$ cat config.mk
export PLATFORM = sky130hd
export DESIGN_NAME = mmu_loader_flat
export DESIGN_NICKNAME = d
export VERILOG_FILES = /design/src/rtl/mmu_loader_pkg.sv /design/src/rtl/mmu_loader_if.sv /design/src/rtl/mmu_loader_operand_bank.sv /design/src/rtl/mmu_loader.sv /design/src/flat_wrapper.sv
export SDC_FILE = /design/constraint.sdc
export NUM_CORES = 1
export LEC_CHECK = 0
export CAP_MARGIN = 20
export CORE_MARGIN = 2
export CORE_UTILIZATION = 45
export CTS_CLUSTER_DIAMETER = 100
export DETAILED_ROUTE_END_ITERATION = 8
export PLACE_DENSITY = 0.68
export REMOVE_ABC_BUFFERS = 1
export SLEW_MARGIN = 5
export SYNTH_ARGS = -nofsm -noshare
export SYNTH_HDL_FRONTEND = slang
export SYNTH_SLANG_ARGS = --single-unit
$ cat constraint.sdc
create_clock -name clk -period 8.2 [get_ports clk]
set_input_delay 0.82 -clock clk [delete_from_list [all_inputs] [get_ports clk]]
set_output_delay 0.82 -clock clk [all_outputs]
set_load 0.01 [all_outputs]
$ cat src/rtl/mmu_loader_pkg.sv
// Shared constants and state encoding for the MMU loader and its feeder.
package mmu_loader_pkg;

    localparam int unsigned LOAD_BYTES     = 8;
    localparam int unsigned PTR_W          = $clog2(LOAD_BYTES);
    localparam int unsigned CYC_W          = 3;
    localparam int unsigned MMU_LAST_CYCLE = 5;

    typedef enum logic [1:0] {
        IDLE  = 2'd0,
        RUN   = 2'd1,
        FLUSH = 2'd2
    } state_t;

endpackage

$ cat src/rtl/mmu_loader_if.sv
// Host byte-load channel plus the operand/sequencing outputs toward the feeder.
interface mmu_loader_if
    import mmu_loader_pkg::*;
#(
    parameter int unsigned DW = 8
);
    logic             load_valid;
    logic [DW-1:0]    load_data;
    logic             load_ready;
    logic [DW-1:0]    weight0, weight1, weight2, weight3;
    logic [DW-1:0]    input0, input1, input2, input3;
    logic             en;
    logic [CYC_W-1:0] mmu_cycle;
    logic             busy;

    modport master (
        output load_valid, load_data,
        input  load_ready, weight0, weight1, weight2, weight3,
               input0, input1, input2, input3, en, mmu_cycle, busy
    );

    modport slave (
        input  load_valid, load_data,
        output load_ready, weight0, weight1, weight2, weight3,
               input0, input1, input2, input3, en, mmu_cycle, busy
    );
endinterface

$ cat src/rtl/mmu_loader_operand_bank.sv
// Eight-byte operand register file: byte-indexed write, bulk copy-in, flat read-out.
module operand_bank
    import mmu_loader_pkg::*;
#(
    parameter int unsigned DW = 8
) (
    input  logic                     clk,
    input  logic                     rst,
    input  logic                     wr_en,
    input  logic [PTR_W-1:0]         wr_idx,
    input  logic [DW-1:0]            wr_data,
    input  logic                     copy_en,
    input  logic [LOAD_BYTES*DW-1:0] copy_data,
    output logic [LOAD_BYTES*DW-1:0] data
);
    always_ff @(posedge clk or posedge rst) begin
        if (rst) begin
            data <= '0;
        end else if (copy_en) begin
            data <= copy_data;
        end else if (wr_en) begin
            data[int'(wr_idx)*DW +: DW] <= wr_data;
        end
    end
endmodule

$ cat src/rtl/mmu_loader.sv
// Loads a 2x2 weight and 2x2 input matrix byte-serially into a shadow bank,
// commits it to the active bank and sequences one feeder run per matrix.
module mmu_loader
    import mmu_loader_pkg::*;
#(
    parameter int unsigned LAST_CYCLE = MMU_LAST_CYCLE,
    parameter int unsigned DW         = 8
) (
    input logic         clk,
    input logic         rst,
    mmu_loader_if.slave bus
);
    state_t                   state, state_n;
    logic [CYC_W-1:0]         cyc, cyc_n;
    logic                     en_q, en_n;
    logic                     commit;
    logic                     pending;
    logic                     accept;
    logic [PTR_W-1:0]         wr_ptr;
    logic [LOAD_BYTES*DW-1:0] shadow_q, active_q;

    assign accept = bus.load_valid && !pending;

    always_ff @(posedge clk or posedge rst) begin
        if (rst) begin
            state <= IDLE;
            cyc   <= '0;
            en_q  <= 1'b0;
        end else begin
            state <= state_n;
            cyc   <= cyc_n;
            en_q  <= en_n;
        end
    end

    always_comb begin
        state_n = state;
        cyc_n   = '0;
        commit  = 1'b0;
        unique case (state)
            IDLE: begin
                if (pending) begin
                    commit  = 1'b1;
                    state_n = RUN;
                end
            end
            RUN: begin
                if (cyc == CYC_W'(LAST_CYCLE)) begin
                    state_n = FLUSH;
                end else begin
                    cyc_n = cyc + CYC_W'(1);
                end
            end
            FLUSH: begin
                if (pending) begin
                    commit  = 1'b1;
                    state_n = RUN;
                end else begin
                    state_n = IDLE;
                end
            end
            default: state_n = IDLE;
        endcase
        en_n = (state_n == RUN);
    end

    // accept and commit are mutually exclusive: accept needs !pending, commit needs pending
    always_ff @(posedge clk or posedge rst) begin
        if (rst) begin
            wr_ptr  <= '0;
            pending <= 1'b0;
        end else if (accept) begin
            wr_ptr <= wr_ptr + PTR_W'(1);
            if (wr_ptr == PTR_W'(LOAD_BYTES - 1)) begin
                pending <= 1'b1;
            end
        end else if (commit) begin
            pending <= 1'b0;
        end
    end

    operand_bank #(.DW(DW)) u_shadow (
        .clk       (clk),
        .rst       (rst),
        .wr_en     (accept),
        .wr_idx    (wr_ptr),
        .wr_data   (bus.load_data),
        .copy_en   (1'b0),
        .copy_data ('0),
        .data      (shadow_q)
    );

    operand_bank #(.DW(DW)) u_active (
        .clk       (clk),
        .rst       (rst),
        .wr_en     (1'b0),
        .wr_idx    ('0),
        .wr_data   ('0),
        .copy_en   (commit),
        .copy_data (shadow_q),
        .data      (active_q)
    );

    assign bus.load_ready = !pending;
    assign bus.busy       = (state != IDLE) || pending;
    assign bus.en         = en_q;
    assign bus.mmu_cycle  = cyc;
    assign bus.weight0    = active_q[0*DW +: DW];
    assign bus.weight1    = active_q[1*DW +: DW];
    assign bus.weight2    = active_q[2*DW +: DW];
    assign bus.weight3    = active_q[3*DW +: DW];
    assign bus.input0     = active_q[4*DW +: DW];
    assign bus.input1     = active_q[5*DW +: DW];
    assign bus.input2     = active_q[6*DW +: DW];
    assign bus.input3     = active_q[7*DW +: DW];
endmodule
$ cat src/flat_wrapper.sv
// flat-port wrapper written by rule: the top's interface ports become plain ports
module mmu_loader_flat import mmu_loader_pkg::*;
#(
    parameter int unsigned LAST_CYCLE = MMU_LAST_CYCLE,
    parameter int unsigned DW         = 8
)
  (clk, rst, bus_load_valid, bus_load_data, bus_load_ready, bus_weight0, bus_weight1, bus_weight2, bus_weight3, bus_input0, bus_input1, bus_input2, bus_input3, bus_en, bus_mmu_cycle, bus_busy);
  mmu_loader_if #(.DW(DW)) bus_i ();
  input logic clk;
  input logic rst;
  input wire logic [$bits(bus_i.load_valid)-1:0] bus_load_valid;
  input wire logic [$bits(bus_i.load_data)-1:0] bus_load_data;
  output wire logic [$bits(bus_i.load_ready)-1:0] bus_load_ready;
  output wire logic [$bits(bus_i.weight0)-1:0] bus_weight0;
  output wire logic [$bits(bus_i.weight1)-1:0] bus_weight1;
  output wire logic [$bits(bus_i.weight2)-1:0] bus_weight2;
  output wire logic [$bits(bus_i.weight3)-1:0] bus_weight3;
  output wire logic [$bits(bus_i.input0)-1:0] bus_input0;
  output wire logic [$bits(bus_i.input1)-1:0] bus_input1;
  output wire logic [$bits(bus_i.input2)-1:0] bus_input2;
  output wire logic [$bits(bus_i.input3)-1:0] bus_input3;
  output wire logic [$bits(bus_i.en)-1:0] bus_en;
  output wire logic [$bits(bus_i.mmu_cycle)-1:0] bus_mmu_cycle;
  output wire logic [$bits(bus_i.busy)-1:0] bus_busy;
  assign bus_i.load_valid = bus_load_valid;
  assign bus_i.load_data = bus_load_data;
  assign bus_load_ready = bus_i.load_ready;
  assign bus_weight0 = bus_i.weight0;
  assign bus_weight1 = bus_i.weight1;
  assign bus_weight2 = bus_i.weight2;
  assign bus_weight3 = bus_i.weight3;
  assign bus_input0 = bus_i.input0;
  assign bus_input1 = bus_i.input1;
  assign bus_input2 = bus_i.input2;
  assign bus_input3 = bus_i.input3;
  assign bus_en = bus_i.en;
  assign bus_mmu_cycle = bus_i.mmu_cycle;
  assign bus_busy = bus_i.busy;
  mmu_loader #(.LAST_CYCLE(LAST_CYCLE), .DW(DW)) u_core (.clk(clk), .rst(rst), .bus(bus_i));
endmodule
==> CHANGELOG.md, run 1 <==
## Implementation

* Remaining antenna violation count after routing at 0
* Final hold viol count at 0
* Async SR Flop Fraction at 100%
* Wirelength, routed at between 10000 and 15000 um
* Final setup fails at 0
* DP Area at between 0.006 and 0.007 mm2
* Avg Synthesized Cell Area at 14.7 um2
* Crit Path Category: reg -> reg
* GR Overflow Total at 0
* Worst reg2reg setup slack at 5.47 ns
* Vias in the first global route at 3413
* Dominant cell area share at between 60 and 70%
* Synthesized cell area at 0.00541 mm2
* Largest regs: u_core.u_active.data x64, u_core.u_shadow.data x64
* Unrepaired setup endpoints after global routing: false
* Dpl cells at between 500 and 600
* Fin crit share at 33.3%
* Commonest flop: dfrtp_1
* Dpl ws at between 5 and 6 ns
* CTS H-tree depth at 4
* Yosys chip area at 0.00541 mm2
* Cell area leaders: dfrtp_1 64%, mux2_2 23%, o21ai_0 1.9%
* Met2 Wirelength at roughly 5300 um
* Pwr per Cell Area at just under 400 mW/mm2
* Logic pwr share at a little under a third
* Min-delay worst type: reg -> reg
* Clock buffer count from CTS at 17
* OpenROAD warning count at 27
* Clock tree buffer depth at 2
* Highest Signal Layer: met4
* Met3 wire length at 287 um
* Antenna diodes at 0
* Hold-fix buffers at CTS at 0
* Slew headroom at between 50% and 60%
* GR peak layer: met2
* Final Net Count at 474
* Area leader, netlist: dfrtp_1
* Utilization after layout at 59.6%
* Max-cap violations at 0
* Fin crit period at 2.73 ns
* CP arrival at 3.03 ns
* Run status: complete, no violations
* Share of layout cells above drive strength 1 at about 32%
* R2r worst-path depth at 6
* CP endpoint kind: flop
* Met2 Track Usage GR at between 20% and 30%
* Area Overhead vs Synth at 30.6%
* Floorplan Utilization at a little under half
* DR vias at 3181
* Clk_lat worst skew at slightly above 0.4 ns
* Fmax at around 0.37 GHz
* Reg2reg end: u_core.u_shadow.data[33]$_DFFE_PP0P_
* Hold_ws at just under 0.5 ns
* Root cell of the clock tree: clkbuf_16
* Worst hold start: u_core.u_active.data[8]$_DFFE_PP0P_
* Sink Count at 138
* Fin area at 0.00706 mm2
* Distinct cells, synth at 25
* Remaining DRCs at 0
* Crit Path Max Fanout at 14
* Vias per inst at 5.15
* Top Layout Cells: 138 x dfrtp_1, 112 x mux2_2, 80 x clkdlybuf4s50_1
* Net switching power at approximately 0.78 mW
* Die Area at approximately 0.013 mm2
* Sequential power share at between 30% and 40%
* Pin count of the biggest net entering global routing at between 80 and 90
* Initial antenna violation count at 0
* Placed wire-length estimate at 6920 um
* Met1 Use GR at 23.6%
* Worst path required time at 8.49 ns
* Yosys stat cell total at approximately 370
* Most instantiated logic cell after routing: dfrtp_1
* Fin Clk Skew at a little over 0.007 ns
* Worst-Margin Slew at about 0.64 ns
* Hold Path End: u_core.u_active.data[8]$_DFFE_PP0P_
* Routed length per instance at approximately 17 um
* Drt initial violations at roughly 140
* Seq/Total Area, Yosys at 63.8%
* Ports at 81
* Global placement routability congestion at between 0.7 and 0.8
* Synth warn at 0
* M3 GR Usage at 4.09%
* PortBufs at about 80
* Total power at 2.75 mW
* Syn Inst Count at 369
* Hold path depth at 2
* Cts repair resizes at 0
* Final tally of max-slew violations at 0
[run 1: worst max path at each step]
stage,startpoint,to,slack [ns],cells after the start
global placement,rst,u_core.u_active.data[37]$_DFFE_PP0P_,5.47,3
floorplan,rst,u_core.bus.en$_DFF_PP0_,3.68,1
detailed placement,rst,u_core.u_active.data[37]$_DFFE_PP0P_,5.41,3
global route,u_core.wr_ptr[0]$_DFFE_PP0P_,u_core.u_shadow.data[33]$_DFFE_PP0P_,5.25,6
finish,u_core.wr_ptr[0]$_DFFE_PP0P_,u_core.u_shadow.data[33]$_DFFE_PP0P_,5.47,6
CTS,u_core.wr_ptr[0]$_DFFE_PP0P_,u_core.u_shadow.data[33]$_DFFE_PP0P_,5.48,6
[run 1: area by class of cell]
type,count,area (um2)
repair buffers,83,843
well taps,147,184
clock buffers,22,494
inverters,14,57.6
multi-input cells,204,1850
fillers,914,4800
clock inverters,10,186
flip-flops and latches,138,3450
[run 1: kinds of logic after synthesis]
family          Yosys count  share of synthesized area [%]
compound gates           23                           2.20
xor+xnor                  1                          0.162
fa+ha+maj                 5                           1.16
buf+inv                  27                           2.08
flops                   138                           63.8
mux                     112                           23.3
simple gates             63                           7.24
[run 1: worst max-delay path, stage by stage (launching register included)]
cell      delay, ns
dfrtp_1        0.60
inv_1          0.13
ha_1           0.24
ha_1           0.50
nor2b_1        0.26
nand3b_1       0.44
mux2_2         0.45
[run 1: power by group through the flow]
stage                     Sequential [mW]  Combinational [mW]  Clock, mW
after CTS                            1.07               0.838      0.869
after floorplan                      1.09               0.449          0
after global placement               1.07               0.808          0
final                                1.07               0.825      0.854
after global routing                 1.11               0.905      0.901
after detailed placement             1.08               0.829          0
**Run 1: placed standard cells**

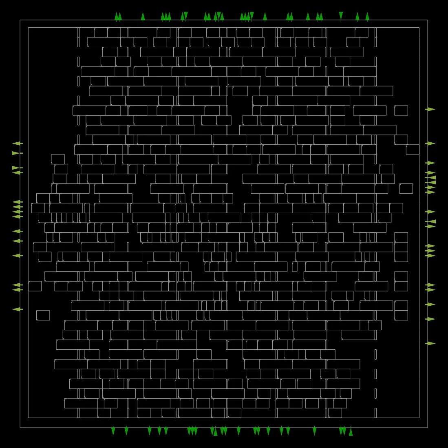
Rows: 40
Seq/total area: 48.9%
Finished Layout Cells: 618

**Run 1: port wiring**

The bar under the picture is 20 um long.
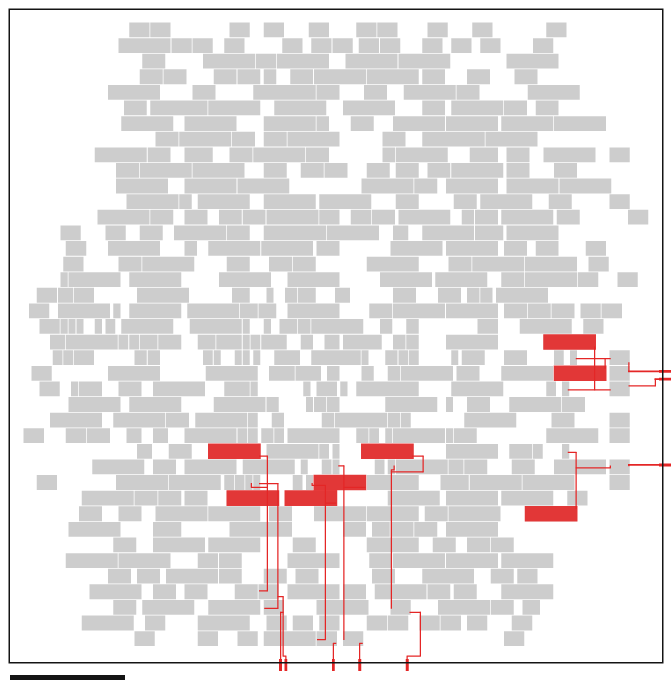
Key: bus_weight1 = red [bits 8, direction output, end cells 8, buffers 8, wire 259 um]

**Run 1: power grid**

The bar under the picture is 20 um long. Pins as bars on the die edge. Tap cells in grey.
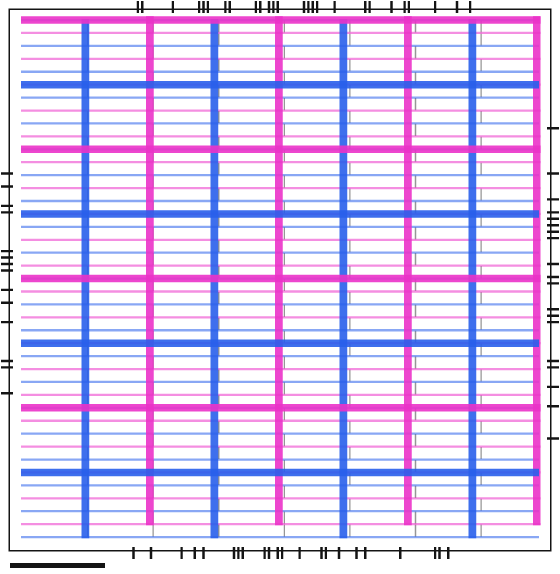
Key: VSS = blue; VDD = magenta
8 straps on met4. 147 tap cells. 8 straps on met5.
Die Ht: 114 um
Placeable Area: 0.0119 mm2
chip width: 114 um
VDD IR max: 0.153 mV

==> run 2, diff against run 1 <==
Clock period 8.2 ns to 2.55 ns, I/O delays scaled along.
**Run 2: port wiring**

The bar under the picture is 20 um long.
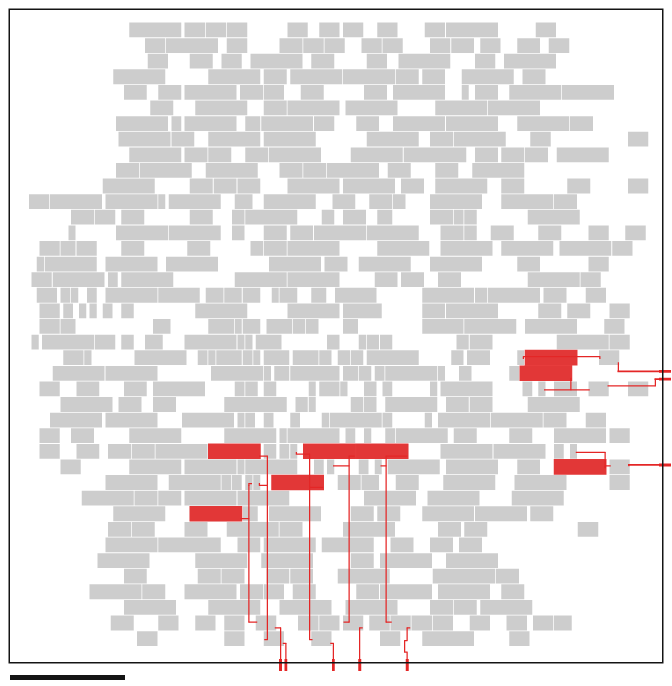
Key: bus_weight1 = red [bits 8, direction output, end cells 8, buffers 8, wire 252 um]
Ports: 81
PortBufs: 80

==> run 2 against run 1 <==
  * Power increased to 3.1 times the previous value
  * Synthesized cell count unchanged
  * First-iteration DRC count decreased by 26%
  * Cell area decreased by 0.57%
  * Maximum frequency increased by 20%
  * Worst setup slack got worse by 5.2 ns
  * Highest routed layer unchanged
  * Critical endpoint is now u_core.u_shadow.data[20]$_DFFE_PP0P_
==> CHANGELOG.md, run 2 <==
## Implementation

* Commonest flop: dfrtp_1
* Synth cell count leaders: 138 x dfrtp_1, 112 x mux2_2, 20 x o21ai_0, 15 x nand2_1, 14 x inv_1
* Initial antenna violation count at 0 (unchanged)
* Global placement routability congestion at 0.751 (-2.1%)
* Post-CTS setup buffer count at 0
* Remaining DRCs at 0 (unchanged)
* Top logic family: multiplexers
* Clk_lat worst skew at 0.40 ns (about the same)
* Clock transition at path regs at roughly 0.060 ns
* Sink Count at 138 (unchanged)
* R2r worst-path depth at 6 (unchanged)
* Top Layout Cells: 138 x dfrtp_1, 112 x mux2_2, 80 x clkdlybuf4s50_1
* Final tally of max-slew violations at 0 (unchanged)
* Adder-cell share of the synthesized area at 1.16% (unchanged)
* Crit-path leading delay family: adder cells
* Dpl ws at 0.286 ns (-5.13 ns)
* Iteration count of the initial detailed-routing pass at 6
* Rows at 40 (unchanged)
* Avg Synthesized Cell Area at 14.7 um2 (unchanged)
* Pwr per Cell Area at 1230 mW/mm2 (+210%)
* VDD IR max at 0.598 mV (+290%)
* Most instantiated logic cell after routing: dfrtp_1
* PnR worst setup slack at between 0.2 and 0.3 ns
* Floorplan Utilization at 45.6% (unchanged)
* Cts repair resizes at 0 (unchanged)
* CTS tree: done
* Total negative setup slack at 0 ns
* Clock buffer count from CTS at 17 (unchanged)
* Final setup fails at 0 (unchanged)
* Synthesized cell area at 0.00541 mm2 (unchanged)
* Syn Inst Count at 369 (unchanged)
* Crit Path Max Fanout at 12 (-2)
* Run status: complete, no violations
* Leak at between 3 and 4 nW
* Final Net Count at 476 (+0.42%)
* Wirelength, routed at 10200 um (-2.7%)
* CTS H-tree depth at 4 (unchanged)
* Max-cap violations at 0 (unchanged)
* Final hold viol count at 0 (unchanged)
* Total power at 8.61 mW (+210%)
* Hold-fix buffers at CTS at 0 (unchanged)
* Utilization after layout at 59.2% (-0.34 points)
* Synth Area in Simple Gates at 7.24% (unchanged)
* Min-delay worst type: in -> async
* RR Startpoint: u_core.wr_ptr[1]$_DFFE_PP0P_
* Routed length per instance at 16.4 um (-2.9%)
* Fmax at 0.440 GHz (+20%)
* CP arrival at 2.56 ns (-0.47 ns)
* Seq/Total Area, Yosys at 63.8% (unchanged)
* Async SR Flop Fraction at 100% (unchanged)
* Fin Clk Skew at 0.00633 ns (-0.000952 ns)
* Chip width at 114 um (unchanged)
* Crit-path cells: inv_1, ha_1, ha_1, nand2_1, nor3b_4, mux2_2
* Worst path required time at 2.84 ns (-5.65 ns)
* Area leader, netlist: dfrtp_1
* Fin crit period at 2.27 ns (-0.461 ns)
* Synth warn at 0 (unchanged)
* OpenROAD warning count at 27 (unchanged)
* Remaining antenna violation count after routing at 0 (unchanged)
* Placeable Area at 0.0119 mm2 (unchanged)
* Root cell of the clock tree: clkbuf_16
* Dominant cell area share at 63.8% (unchanged)
* Die Ht at 114 um (unchanged)
* Clock tree buffer depth at 2 (unchanged)
* Cell area leaders: dfrtp_1 64%, mux2_2 23%, o21ai_0 1.9%
* Worst-Margin Slew at 0.485 ns (-0.156 ns)
* Vias in the first global route at 3311 (-3.0%)
* Setup crit start kind: flop
* Fin area at 0.00702 mm2 (-0.57%)
* Buf/Inv on CP at 1 (unchanged)
* CP dominant cell by count: ha_1
* GR Overflow Total at 0 (unchanged)
* Share of layout cells above drive strength 1 at 32.2% (-0.28 points)
* Fin crit share at 89.1% (+56 points)
* Largest regs: u_core.u_active.data x64, u_core.u_shadow.data x64
* Unrepaired setup endpoints after global routing: false
* Crit Path Category: reg -> reg
* Synth top cell by count: dfrtp_1
* Mux share at 23.3% (unchanged)
* Slowest CP cell: ha_1
* Yosys chip area at 0.00541 mm2 (unchanged)
* Fillers at 962 (+5.3%)
* Vias per inst at 5.05 (-1.9%)
* Drt initial violations at 103 (-26%)
* Antenna diodes at 0 (unchanged)
* Slew headroom at 67.6% (+10 points)
* Distinct cells, synth at 25 (unchanged)
* DR vias at 3125 (-1.8%)
* Critical path launch point: u_core.wr_ptr[1]$_DFFE_PP0P_
* CP endpoint kind: flop
* DP Area at 0.00642 mm2 (+0.94%)
* Die Area at 0.0129 mm2 (unchanged)
* XORs/XNORs by Area at 0.162% (unchanged)
* Global-route wire length before repair at approximately 17000 um
* Yosys stat cell total at 369 (unchanged)
* Area Overhead vs Synth at 29.9%
* Dpl cells at 588 (+0.51%)
* Seq cells post-synth at ~140
* Crit-path max cell delay at 0.50 ns (-0.10 ns)
* GRT Total Usage at 16.9%
* Yosys aoi share at 2.20% (unchanged)
* Pin count of the biggest net entering global routing at 75 (-9.6%)
* Number of enable flip-flop cells at 0
* Placed wire-length estimate at 6940 um (+0.28%)
* Crit path depth at 6 (unchanged)
* Hold_ws at 0.247 ns (-0.235 ns)
* Finished Layout Cells at 619 (+0.16%)
**Run 2: power grid**

The bar under the picture is 20 um long. Pins as bars on the die edge. Tap cells in grey.
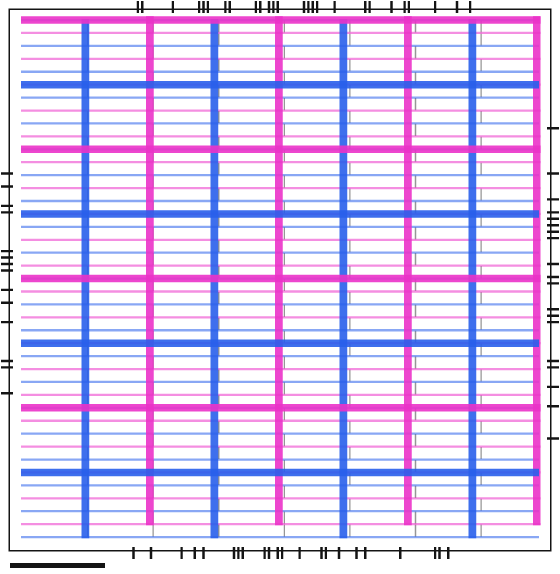
Key: VSS = blue; VDD = magenta
8 straps on met4. 8 straps on met5. The core has 40 rows.

[run 2: power by group]
part           switching (mW)  internal (mW)  leakage, nW
Sequential              0.433           2.98         1.84
Clock                   0.882           1.63        0.289
Combinational            1.18           1.50         1.21
Total                    2.50           6.11         3.33
[run 2: kinds of logic (layout without fill, tap and decap cells)]
kind of cell	count (synthesis)	count (layout)
fa+ha+maj	5	5
flops	138	138
mux	112	112
buf+inv	27	130
simple gates	63	63
compound gates	23	23
xor+xnor	1	1
[run 2: layer usage]
metal  share of wire (%)  global-route usage [%]  up-vias
li1                    -                       -     1469
met1                  47                    23.0     1587
met2                  49                    26.6       55
met3                 3.0                    4.09       14
met4                 1.7                    6.59        0
met5                   0                       0        -
[run 2: worst reg2reg max path, cell delays in order, from the launching register on]
cell	delay [ns]
dfrtp_1	0.36
inv_1	0.06
ha_1	0.20
ha_1	0.50
nand2_1	0.17
nor3b_4	0.46
mux2_2	0.39
[run 2: final timing paths]
path / end / slack [ns]
max in group asynchronous: u_core.u_shadow.data[50]$_DFFE_PP0P_ / 1.69
setup reg to reg: u_core.u_shadow.data[20]$_DFFE_PP0P_ / 0.28
hold / removal: u_core.u_active.data[63]$_DFFE_PP0P_ / 0.25
setup / recovery: u_core.u_shadow.data[20]$_DFFE_PP0P_ / 0.28
min in group clk: u_core.u_active.data[13]$_DFFE_PP0P_ / 0.48
hold reg to reg: u_core.u_active.data[13]$_DFFE_PP0P_ / 0.48
[run 2: cell type report]
class                           instances  area [um2]  share of cell area (%)
Inverter                               14        57.6                   0.819
Multi-Input combinational cell        204        1850                    26.3
Timing Repair Buffer                   85         876                    12.5
Tap cell                              147         184                    2.62
Clock inverter                         12         175                    2.49
Clock buffer                           19         433                    6.16
Sequential cell                       138        3450                    49.2
==> run 3, diff against run 2 <==
Settings changed: PLACE_DENSITY 0.68 to 0.71.
**Run 3: wire density map**

23 x 23 tiles, from dark blue (low) to red (high), scaled to the fullest tile. Values are wire area over tile area, all layers added.
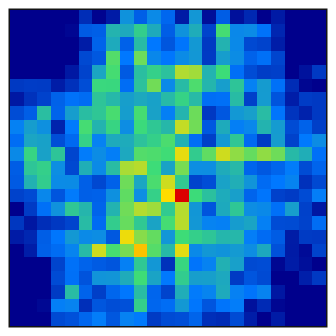
The mean over all tiles is 0.12. 10% of the tiles are over half the peak. The densest ninth of the die: middle.
GRT Total Usage: 17.6%
routed length per instance: 16.8 um
wirelength, routed: 10400 um
DR vias: 3182

==> run 3 against run 2 <==
  * Synthesized cell count is the same
  * Critical path depth is the same
  * Final cell count grew 0.16%
  * Critical path type unchanged
  * Largest cell class unchanged
  * Hold slack gained 0.0022 ns
  * Sequential power is essentially flat
==> CHANGELOG.md, run 3 <==
## Implementation

* Drt initial violations at 136 (+32%)
* Fin crit share at 90.4% (+1.3 points)
* Clock transition at path regs at 0.06 ns (about the same)
* Total negative setup slack at 0 ns (unchanged)
* Clk_lat worst skew at 0.41 ns (about the same)
* Slew headroom at 66.5% (-1.2 points)
* Crit-path cells: inv_1, ha_1, ha_1, nand2_1, nor3b_4, mux2_2
* Fin area at 0.00706 mm2 (+0.55%)
* Avg Synthesized Cell Area at 14.7 um2 (unchanged)
* Top logic family: multiplexers
* Run status: complete, no violations
* OpenROAD warning count at 27 (unchanged)
* Synth Area in Simple Gates at 7.24% (unchanged)
* Antenna diodes at 0 (unchanged)
* Fin crit period at 2.31 ns (+0.0327 ns)
* Hold_ws at 0.249 ns (+0.00216 ns)
* Syn Inst Count at 369 (unchanged)
* Sequential power at 3.42 mW (about the same)
* Fmax at 0.434 GHz (-1.4%)
* Mux share at 23.3% (unchanged)
* M3 GR Usage at 4.99% (+0.90 points)
* Utilization after layout at 59.5% (+0.33 points)
* Yosys chip area at 0.00541 mm2 (unchanged)
* Setup crit start kind: flop
* Largest regs: u_core.u_active.data x64, u_core.u_shadow.data x64
* Dominant cell area share at 63.8% (unchanged)
* Finished Layout Cells at 620 (+0.16%)
* Cell area leaders: dfrtp_1 64%, mux2_2 23%, o21ai_0 1.9%
* PortBufs at 80 (unchanged)
* Yosys stat cell total at 369 (unchanged)
* Floorplan Utilization at 45.6% (unchanged)
* Root cell of the clock tree: clkbuf_16
* Crit-path max cell delay at 0.52 ns (+0.02 ns)
* Placed wire-length estimate at 6850 um (-1.3%)
* DP Area at 0.00640 mm2 (-0.19%)
* Buf/Inv on CP at 1 (unchanged)
* Chip width at 114 um (unchanged)
* Vias per inst at 5.13 (+1.7%)
* Share of layout cells above drive strength 1 at 31.9% (-0.28 points)
* Internal at 6.32 mW (+3.4%)
* Final tally of max-slew violations at 0 (unchanged)
* Area leader, netlist: dfrtp_1
* Rows at 40 (unchanged)
* Fillers at 936 (-2.7%)
* Iteration count of the initial detailed-routing pass at 4 (-2)
* CTS H-tree depth at 4 (unchanged)
* Async SR Flop Fraction at 100% (unchanged)
* Slowest CP cell: ha_1
* Cts repair resizes at 0 (unchanged)
* Max-cap violations at 0 (unchanged)
* Synth cell count leaders: 138 x dfrtp_1, 112 x mux2_2, 20 x o21ai_0, 15 x nand2_1, 14 x inv_1
* Synthesized cell area at 0.00541 mm2 (unchanged)
* Die Area at 0.0129 mm2 (unchanged)
* Sink Count at 138 (unchanged)
* Clk power at 2.73 mW (+8.8%)
* Commonest flop: dfrtp_1
* Reg area at 0.00345 mm2 (unchanged)
* Remaining antenna violation count after routing at 0 (unchanged)
* Adder-cell share of the synthesized area at 1.16% (unchanged)
* Worst-Margin Slew at 0.502 ns (+0.0172 ns)
* Pin count of the biggest net entering global routing at 75 (unchanged)
* Dpl cells at 588 (unchanged)
* CP dominant cell by count: ha_1
* Seq cells post-synth at 138 (unchanged)
* Net Sw Frac at 28.6% (-0.42 points)
* Ports at 81 (unchanged)
* Hold-fix buffers at CTS at 0 (unchanged)
* Vias in the first global route at 3375 (+1.9%)
* CTS tree: done
* Min-delay worst type: in -> async
* Final Net Count at 476 (unchanged)
* Logic pwr share at 30.4% (-0.8 points)
* Pwr per Cell Area at 1250 mW/mm2 (+2.2%)
* Yosys aoi share at 2.20% (unchanged)
* Crit Path Max Fanout at 12 (unchanged)
* Remaining DRCs at 0 (unchanged)
* Leading power group: registers
* Distinct cells, synth at 25 (unchanged)
* Clock power share at 30.9% (+1.7 points)
* CP arrival at 2.60 ns (+0.04 ns)
* GR Overflow Total at 0 (unchanged)
* Net switching power at 2.53 mW (+1.3%)
* Crit Path Category: reg -> reg
* Die Ht at 114 um (unchanged)
* Global placement routability congestion at 0.766 (+1.9%)
* Synth top cell by count: dfrtp_1
* GR peak layer: met2
* Clock buffer count from CTS at 17 (unchanged)
* Sequential power share at 38.7% (-1.0 points)
* Dpl ws at 0.265 ns (-0.0209 ns)
* Fin Clk Skew at 0.00860 ns (+0.00227 ns)
* Global-route wire length before repair at 17500 um (+3.8%)
* Post-CTS setup buffer count at 0 (unchanged)
* Clock tree buffer depth at 2 (unchanged)
* Area Overhead vs Synth at 30.6%
* Comb group at 2.69 mW (about the same)
* Leak at 3.35 nW (+0.66%)
**Run 3: placement by cell class**

Fill, decap, tap and diode cells in grey.
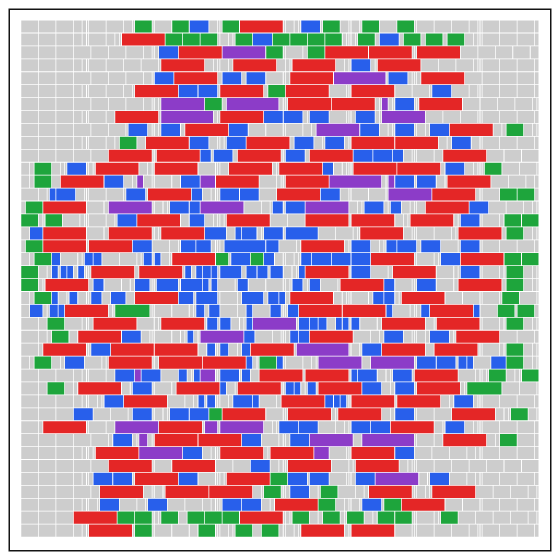
Key: clock drivers and dummy loads = purple [cells 32, share of their area 9.6%]; registers = red [cells 138, share of their area 50%]; remaining logic cells = blue [cells 218, share of their area 28%]; remaining buffers and delay cells = green [cells 85, share of their area 13%]

## run 3: cell count changes in the layout (fill, tap and decap cells not counted), sizes merged
cell / change
clkinvlp: -2
bufinv: +2
clkinv: -1
clkbuf: +2
## run 3: area by class of cell
| type | count | share of cell area [%] |
|---|---|---|
| clock buffer | 21 | 6.24 |
| inverter | 14 | 0.815 |
| sequential | 138 | 48.9 |
| multi-input combinational | 204 | 26.1 |
| clock inverter | 11 | 3.10 |
| tap | 147 | 2.60 |
| timing repair buffer | 85 | 12.2 |
## run 3: routing by layer
metal / share of wire [%] / wire length [um] / vias to the layer above
met1: 47 / 4850 / 1639
met3: 3.4 / 356 / 9
met5: 0 / 0 / -
met2: 49 / 5100 / 61
li1: - / - / 1473
met4: 1.1 / 118 / 0
## run 3: path summary, 6_finish.rpt
path / from / endpoint / slack (ns) / cells after the start
hold / removal: rst / u_core.u_active.data[12]$_DFFE_PP0P_ / 0.25 / 2
setup reg to reg: u_core.wr_ptr[1]$_DFFE_PP0P_ / u_core.u_shadow.data[18]$_DFFE_PP0P_ / 0.24 / 6
hold reg to reg: u_core.u_active.data[13]$_DFFE_PP0P_ / u_core.u_active.data[13]$_DFFE_PP0P_ / 0.48 / 2
setup / recovery: u_core.wr_ptr[1]$_DFFE_PP0P_ / u_core.u_shadow.data[18]$_DFFE_PP0P_ / 0.24 / 6
min in group clk: u_core.u_active.data[13]$_DFFE_PP0P_ / u_core.u_active.data[13]$_DFFE_PP0P_ / 0.48 / 2
max in group asynchronous: rst / u_core.u_active.data[1]$_DFFE_PP0P_ / 1.57 / 3
## run 3: kinds of logic after synthesis
| logic type | after synthesis |
|---|---|
| compound gates | 23 |
| fa+ha+maj | 5 |
| xor+xnor | 1 |
| buf+inv | 27 |
| mux | 112 |
| simple gates | 63 |
| flops | 138 |
Power is estimated from default activity; no workload was simulated.
